==> config.mk <==
export PLATFORM = sky130hd
export DESIGN_NAME = spram_arb
export DESIGN_NICKNAME = d
export VERILOG_FILES = /design/src/rtl/spram_arb.sv
export SDC_FILE = /design/constraint.sdc
export NUM_CORES = 1
export LEC_CHECK = 0
export ABC_AREA = 1
export CORE_ASPECT_RATIO = 0.75
export CORE_MARGIN = 4
export CORE_UTILIZATION = 20
export DETAILED_ROUTE_END_ITERATION = 10
export GPL_TIMING_DRIVEN = 0
export PLACE_DENSITY = 0.79
export SLEW_MARGIN = 0
export SYNTH_ARGS = -nofsm -noshare
export SYNTH_HDL_FRONTEND = slang
export SYNTH_SLANG_ARGS = --single-unit
export TNS_END_PERCENT = 20
==> constraint.sdc <==
create_clock -name clk -period 1.58 [get_ports clk]
set_input_delay 0.316 -clock clk [delete_from_list [all_inputs] [get_ports clk]]
set_output_delay 0.316 -clock clk [all_outputs]
set_load 0.02 [all_outputs]
Figure 1. Routing congestion (run 1).
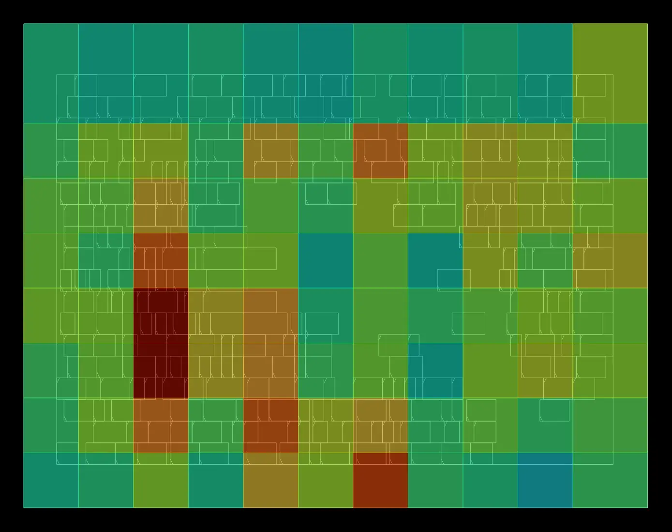
Total GRT Usage: 0.148
Wirelength per Cell: 11.4 um
GRT busiest layer: met2

Figure 2. Signal wires on met3 (run 1).
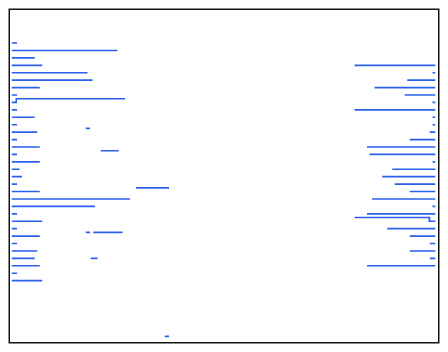
- nets with wire on the layer: 65
- main direction: horizontal
- share of all routed wire: 9.9%
- wire length on this layer: 374 um
met3 Use GR: 0.0371
routed vias: 1,257
WL final: 3760 um

Figure 3. Wire density map (run 1).
The die is cut into 16 by 12 equal tiles; dark blue is low, red is high, scaled to the fullest tile. Values are wire area over tile area, all layers added.
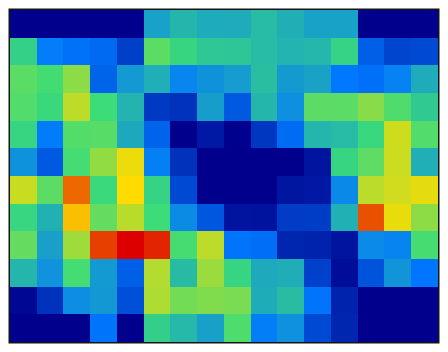
- fullest tile: 0.39
- tiles over half the peak: 26%
- nearly empty tiles: 15%
- emptiest ninth of the die: middle
- mean over tiles: 0.13

Figure 4. Met2 routing (run 1).
Cells faint in the background.
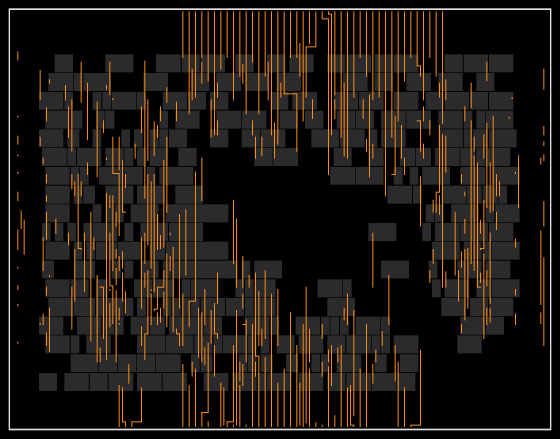
- longest straight run: 26.7 um
- wire length on this layer: 2,020 um
- share of all routed wire: 54%
- nets with wire on the layer: 272
met2 Use GR: 0.290

==> CHANGELOG.md <==
## Implementation

* Max Slew Vio Count at 0
* R2R cell count at 10
* Vias in the first global route at 1,296
* Fin Hold WS at 0.284 ns
* Clk_skew at 0.00102 ns
* Distinct lib cells at 12
* Crit-path max FO at 6
* Final instance area at 2200 um2
* Grt total ovfl at 0
* Number of detailed-route iterations in the first pass at 4
* Final setup viols at 31
* Hold Crit Class: in2async
* Die Y at 60.8 um
* Crit path capture type: output pin
* Actual slew at the worst max-slew pin at 0.226 ns
* Initial antenna violation count at 0
* Post-CTS Hold Fix Bufs at 0
* FP Util at 0.217
* DP HPWL at 2970 um
* Buffers added on ports at 121
* Dpl ws at -0.799 ns
* Total Power at 1.30 mW
* Status: finished with violations
* Most Frequent Cell on Critical Path: buf_6
* Worst-path clk slew at 0.03 ns
* Startpoint Class: flip-flop
* DR vias/cell at 3.82
* Setup CP Type: reg2out
* Nets at 354
* Sequential Power Share at 0.082
* Failing checks: negative setup slack
* Top Layout Cells: 87 x clkdlybuf4s50_1, 75 x nand2_1, 47 x buf_4
* Final WS setup at -0.175 ns
## run 1: synth_stat cells
| library cell | instances | share of area |
|---|---|---|
| buf_4 | 34 | 0.34 |
| o21ai_0 | 1 | 0.0067 |
| inv_1 | 7 | 0.035 |
| nand2_1 | 89 | 0.45 |
| nand2_2 | 1 | 0.0084 |
| inv_2 | 1 | 0.0050 |
| dfstp_2 | 1 | 0.035 |
| buf_6 | 2 | 0.030 |
| buf_2 | 1 | 0.0067 |
| nand3_1 | 1 | 0.0067 |
| nor2_1 | 1 | 0.0050 |
| dfrtp_1 | 2 | 0.067 |
## run 1: final cells by class
type | count | area [um2]
plain buffers | 37 | 293
clock buffers | 4 | 45.0
fillers | 315 | 1230
inverters | 8 | 35.0
multi-input cells | 93 | 404
flip-flops and latches | 3 | 76.3
well taps | 50 | 62.6
repair buffers | 134 | 1280
## run 1: logic make-up (layout without fill, tap and decap cells)
logic type,Yosys count,count (layout),synth area share
simple gates,92,92,0.470
flops,3,3,0.103
buf+inv,45,183,0.421
compound gates,1,1,0.00673
## run 1: power by group through the flow
stage	registers, mW	clock network, mW	logic, mW
after global routing	0.109	0.229	1.04
final	0.107	0.222	0.973
after global placement	0.104	0	0.875
after detailed placement	0.105	0	0.881
after floorplan	0.102	0	0.419
after CTS	0.106	0.226	0.941
## run 1: metal layers
layer / wire [um] / global-route usage
met1: 1300 / 0.150
met3: 373 / 0.0371
met5: 0 / 0
met2: 2020 / 0.290
met4: 61 / 0.0748
## run 1: what timing repair did
item,CTS,global route
gates cloned,2,0
resized,176,14
endpoints found under the setup margin,32,31
pin swaps,15,6
setup buffers,10,3
Power figures rest on the tool's default switching activity, not on a simulated workload.
